===== src/rtl/cpu_pkg.sv =====
// Shared core definitions for the branch prediction and resolution logic.
//   cond_e      : 3-bit branch condition codes (instr[11:9])
//   FLAG_*      : bit positions of the latched Z/V/N flags
//   PC_INCR_DEF : default fall-through PC increment
package cpu_pkg;

  typedef enum logic [2:0] {
    COND_NE = 3'b000,
    COND_EQ = 3'b001,
    COND_GT = 3'b010,
    COND_LT = 3'b011,
    COND_GE = 3'b100,
    COND_LE = 3'b101,
    COND_OV = 3'b110,
    COND_AL = 3'b111
  } cond_e;

  localparam int FLAG_Z = 0;
  localparam int FLAG_V = 1;
  localparam int FLAG_N = 2;

  localparam int PC_INCR_DEF = 4;

endpackage


===== src/rtl/branch_cond_eval.sv =====
// Combinational branch condition evaluator.
//   cond  in  3  condition code
//   flags in  3  latched flags (Z, V, N at FLAG_* positions)
//   taken out 1  condition holds
module branch_cond_eval
  import cpu_pkg::*;
(
  input  logic [2:0] cond,
  input  logic [2:0] flags,
  output logic       taken
);

  logic z, v, n;

  always_comb begin
    z     = flags[FLAG_Z];
    v     = flags[FLAG_V];
    n     = flags[FLAG_N];
    taken = 1'b0;
    case (cond_e'(cond))
      COND_NE: taken = ~z;
      COND_EQ: taken = z;
      COND_GT: taken = ~(z | n);
      COND_LT: taken = n;
      COND_GE: taken = z | ~n;
      COND_LE: taken = n | z;
      COND_OV: taken = v;
      COND_AL: taken = 1'b1;
      default: taken = 1'b0;
    endcase
  end

endmodule


===== src/rtl/branch_pred_unit.sv =====
// Branch prediction (fetch side) and resolution (EX/MEM side) unit.
// Direct-mapped BTB plus saturating-counter table, bimodal (GHR_W=0) or
// gshare (GHR_W>0) indexing.
//   clk, rst                         clock, synchronous active-high reset
//   if_valid, if_stall, if_pc        fetch lookup request
//   pred_taken, pred_target          prediction for if_pc (same cycle)
//   pred_hist                        history snapshot travelling with the instr
//   rs_valid, rs_is_branch, rs_pc    resolving instruction
//   rs_cond, rs_flags, rs_target     condition, latched flags, computed target
//   rs_pred_taken/target, rs_hist    prediction carried from fetch
//   actual_taken, mispredict         resolution outcome / flush request
//   redirect_pc                      correct next PC on mispredict
module branch_pred_unit
  import cpu_pkg::*;
#(
  parameter  int ENTRIES = 16,
  parameter  int PC_W    = 16,
  parameter  int CNT_W   = 2,
  parameter  int GHR_W   = 0,
  parameter  int PC_INCR = PC_INCR_DEF,
  localparam int IDX_W   = $clog2(ENTRIES),
  localparam int HW      = (GHR_W > 0) ? GHR_W : 1
) (
  input  logic            clk,
  input  logic            rst,
  input  logic            if_valid,
  input  logic            if_stall,
  input  logic [PC_W-1:0] if_pc,
  output logic            pred_taken,
  output logic [PC_W-1:0] pred_target,
  output logic [HW-1:0]   pred_hist,
  input  logic            rs_valid,
  input  logic            rs_is_branch,
  input  logic [PC_W-1:0] rs_pc,
  input  logic [2:0]      rs_cond,
  input  logic [2:0]      rs_flags,
  input  logic [PC_W-1:0] rs_target,
  input  logic            rs_pred_taken,
  input  logic [PC_W-1:0] rs_pred_target,
  input  logic [HW-1:0]   rs_hist,
  output logic            actual_taken,
  output logic            mispredict,
  output logic [PC_W-1:0] redirect_pc
);

  localparam int TAG_W = PC_W - IDX_W - 2;
  localparam int CMAX  = (1 << CNT_W) - 1;
  localparam int CINIT = (1 << (CNT_W - 1)) - 1;

  logic [ENTRIES-1:0] btb_valid;
  logic [TAG_W-1:0]   btb_tag    [ENTRIES];
  logic [PC_W-1:0]    btb_target [ENTRIES];
  logic [CNT_W-1:0]   cnt        [ENTRIES];
  logic [HW-1:0]      ghr;

  logic [IDX_W-1:0] if_idx;
  logic [IDX_W-1:0] rs_idx;
  logic             if_hit;
  logic             cond_true;

  // History is XORed into the upper index bits in gshare mode.
  function automatic logic [IDX_W-1:0] tbl_idx(input logic [PC_W-1:0] pc,
                                                input logic [HW-1:0]   h);
    logic [IDX_W-1:0] mix;
    mix = '0;
    if (GHR_W > 0) mix = IDX_W'(h) << (IDX_W - GHR_W);
    return pc[IDX_W+1:2] ^ mix;
  endfunction

  // Fetch-side lookup: purely from registered tables, no write bypass.
  always_comb begin
    if_idx      = tbl_idx(if_pc, ghr);
    if_hit      = btb_valid[if_idx] && (btb_tag[if_idx] == if_pc[PC_W-1:IDX_W+2]);
    pred_taken  = if_valid & if_hit & cnt[if_idx][CNT_W-1];
    pred_target = pred_taken ? btb_target[if_idx] : '0;
    pred_hist   = ghr;
  end

  branch_cond_eval u_cond (
    .cond  (rs_cond),
    .flags (rs_flags),
    .taken (cond_true)
  );

  always_comb begin
    rs_idx       = tbl_idx(rs_pc, rs_hist);
    actual_taken = rs_valid & rs_is_branch & cond_true;
    mispredict   = rs_valid & ((actual_taken != rs_pred_taken) |
                               (actual_taken & (rs_target != rs_pred_target)));
    if (!rs_valid)        redirect_pc = '0;
    else if (actual_taken) redirect_pc = rs_target;
    else                   redirect_pc = rs_pc + PC_W'(PC_INCR);
  end

  // Tag/target need no reset: they are only observed through btb_valid.
  always_ff @(posedge clk) begin
    if (rst) begin
      btb_valid <= '0;
      for (int unsigned i = 0; i < ENTRIES; i++) cnt[i] <= CNT_W'(CINIT);
    end else if (rs_valid) begin
      if (rs_is_branch) begin
        if (actual_taken) begin
          if (cnt[rs_idx] != CNT_W'(CMAX)) cnt[rs_idx] <= cnt[rs_idx] + CNT_W'(1);
          btb_valid[rs_idx]  <= 1'b1;
          btb_tag[rs_idx]    <= rs_pc[PC_W-1:IDX_W+2];
          btb_target[rs_idx] <= rs_target;
        end else if (cnt[rs_idx] != '0) begin
          cnt[rs_idx] <= cnt[rs_idx] - CNT_W'(1);
        end
      end else if (rs_pred_taken) begin
        // A non-branch hit the BTB through aliasing: drop the stale entry.
        btb_valid[rs_idx] <= 1'b0;
      end
    end
  end

  generate
    if (GHR_W > 0) begin : g_ghr
      always_ff @(posedge clk) begin
        if (rst) begin
          ghr <= '0;
        end else if (mispredict & rs_is_branch) begin
          ghr <= HW'({rs_hist, actual_taken});
        end else if (if_valid & ~if_stall & ~mispredict) begin
          ghr <= HW'({ghr, pred_taken});
        end
      end
    end else begin : g_no_ghr
      assign ghr = '0;
    end
  endgenerate

  logic unused_bits;
  assign unused_bits = ^{if_pc[1:0], rs_pc[1:0], if_stall, rs_hist};

endmodule


===== config.mk =====
export PLATFORM = sky130hd
export DESIGN_NAME = branch_pred_unit
export DESIGN_NICKNAME = d
export VERILOG_FILES = /design/src/rtl/cpu_pkg.sv /design/src/rtl/branch_cond_eval.sv /design/src/rtl/branch_pred_unit.sv
export SDC_FILE = /design/constraint.sdc
export NUM_CORES = 1
export LEC_CHECK = 0
export CAP_MARGIN = 5
export CORE_UTILIZATION = 31
export DETAILED_ROUTE_END_ITERATION = 8
export GPL_ROUTABILITY_DRIVEN = 0
export SLEW_MARGIN = 15
export SYNTH_ARGS = -nofsm -noshare
export SYNTH_HDL_FRONTEND = slang
export SYNTH_SLANG_ARGS = --single-unit

===== constraint.sdc =====
create_clock -name clk -period 8.45 [get_ports clk]
set_input_delay 2.1125 -clock clk [delete_from_list [all_inputs] [get_ports clk]]
set_output_delay 2.1125 -clock clk [all_outputs]
set_load 0.02 [all_outputs]

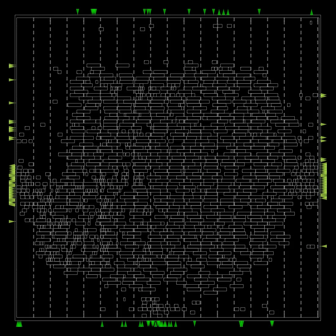
*Placed standard cells*
FILL cells: 5,657
number of core rows: 91
Core Util, Final: 37.5%
flip-flops: 464
# Taps: 837

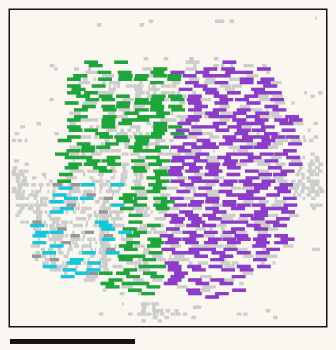
*Where the registers sit*
Scale bar: 100 um.
| color | name in the netlist | placed flops |
|---|---|---|
| cyan | `cnt` | 32 |
| green | `btb_tag` | 160 |
| purple | `btb_target` | 256 |

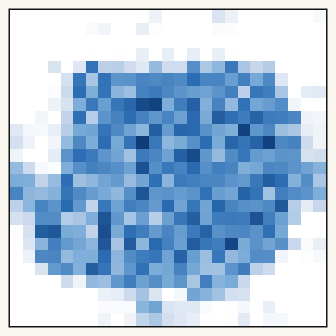
*Cell density map*
25 x 25 tiles, from white (low) to dark blue (high), 0 to 100% covered.
nearly empty tiles: 30%
mean over tiles: 35%
emptiest ninth of the die: top left
fullest tile: 95%

==> reports/qor.csv <==
metric;value;unit
IO Pins;114;
startpoint types;primary input;
Comb area;0.00538;sq mm
R2R setup slack;5.71;ns
combinational share of power;6.9;%
Setup violations, final;0;
DR top layer;met5;
Max Fclk;132;MHz
cells resized by post-CTS repair;0;
# DRC;0;
most frequent CP cell;buf_4;
EDFF count, synth;448;
Most flops, register;btb_target;
Lkg Pwr;7.30;nW
Req. time, crit path;6.34;ns
number of nets in the layout;1252;
Port Buffer Count;108;
CTS tree;done;
Top-area cell share;69.2;%
crit path buf inv count;3;
status;completed;
die area;0.0638;sq mm
top power group;registers;
yosys warning tally;0;
first drt pass iteration count;5;
Placed Cells incl. Taps;1957;
fp util;31.5;%
Peak VDD IR;0.000153;V
dpl hpwl;29600;um
cell taking the most area after synthesis;edfxtp_1;
post-place setup slack;0.717;ns
Crit Path Max Fanout;27;
FF/Latch Area;0.0138;sq mm
Syn Area/Cell;18.8;sq um
Clk pin slew, worst setup/hold paths;0.06;ns
most frequent cells after synthesis;edfxtp_1, mux4_2, nand2_1, nor2_1, nand3_1;
top flop regs;btb_target (256), btb_tag (160), cnt (32);
largest net degree at the start of global routing;68;
TNS Setup;0;ns
Slowest-stage cell, CP;clkdlybuf4s50_1;
Yosys Chip Area;0.0195;sq mm
sequential power;0.00254;W
setup ws final;0.895;ns
Routed WL per cell;24.1;um
wire length on met2;23500;um
comb pwr;0.000343;W
Layout area overhead;19.1;%
Root Driver;clkbuf_16;
CORE AREA;0.0618;sq mm
share of synthesized registers carrying an async set or reset;0;%
synthesized area;0.0195;sq mm
shortest period the worst path allows;7.56;ns
P_clk;0.00208;W
Registers, synthesis;464;
initial antenna violation count;2;
metal3 WL;3020;um
FF-to-FF Start;cnt[11][1];
PD cells;214;mW/mm^2
CP cell instances;buf_4, buf_4, mux4_2, mux2i_1, xor2_1, nand3_1, nor4b_2, a31o_2, and3_2, clkdlybuf4s50_1;
Worst Setup End Kind;output port;
Seq share, synth;70.8;%
# Max-Cap Violations;0;
Top cells excl fill/tap;edfxtp_1, mux4_2, clkdlybuf4s50_1, nand2_1, clkbuf_16;
M3 GR Usage;3.06;%
Crit path max-delay family;buffers and inverters;
Rel. slew slack;26.8;%
Gate Count Post-Synth;1032;
share of total power in the clock network;41.9;%
hold crit path type;flip-flop to flip-flop;
cell count along the critical path;10;
Crit Path Category;primary input to output port;
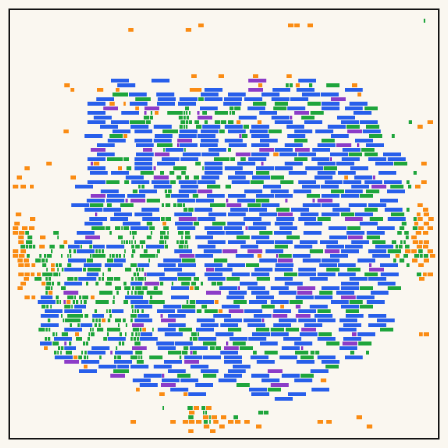
*Placement by cell class*
| color | class | cells | share of their area |
|---|---|---|---|
| purple | clock drivers and dummy loads | 88 | 7.0% |
| green | all other logic | 505 | 24% |
| blue | flip-flops | 464 | 62% |
| orange | other buffers and delay cells | 151 | 6.4% |

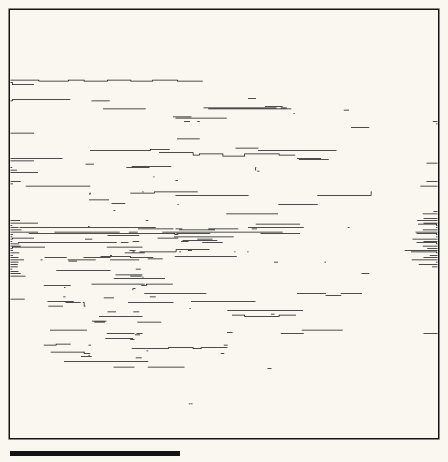
*The metal 3 layer*
Scale bar: 100 um.
nets with wire on the layer: 143
longest straight run: 86.0 um
wire length on this layer: 3,020 um
share of all routed wire: 6.1%
main direction: horizontal
drt total wl: 49,300 um
vias: 10,202

==> cells by family (layout without fill, tap and decap cells) <==
kind of cell               Yosys count  in the layout  synth area share [%]
buffers and inverters               69            245                  2.19
xor gates and xnor gates            47             47                  2.12
muxes                              149            149                  15.9
other                                1              1                0.0193
and+or+nand+nor                    194            194                  4.82
AOI/OAI and AO/OA                  104            104                  3.90
adders and majority gates            4              4                 0.257
DFF                                464            464                  70.8
==> final cells by class <==
cell class,count,area share (%)
multi-input cells,499,23.2
clock buffers,65,5.50
well taps,837,4.52
flip-flops and latches,464,59.5
repair buffers,151,6.08
inverters,6,0.0972
clock inverters,23,1.14
==> worst register-to-register path: stages (launching register included) <==
cell and delay (ns):
edfxtp_1 0.42, mux4_1 0.54, mux4_2 0.55, and2_4 0.19, a211o_4 0.45, o21bai_1 0.27
Power is estimated from default activity; no workload was simulated.
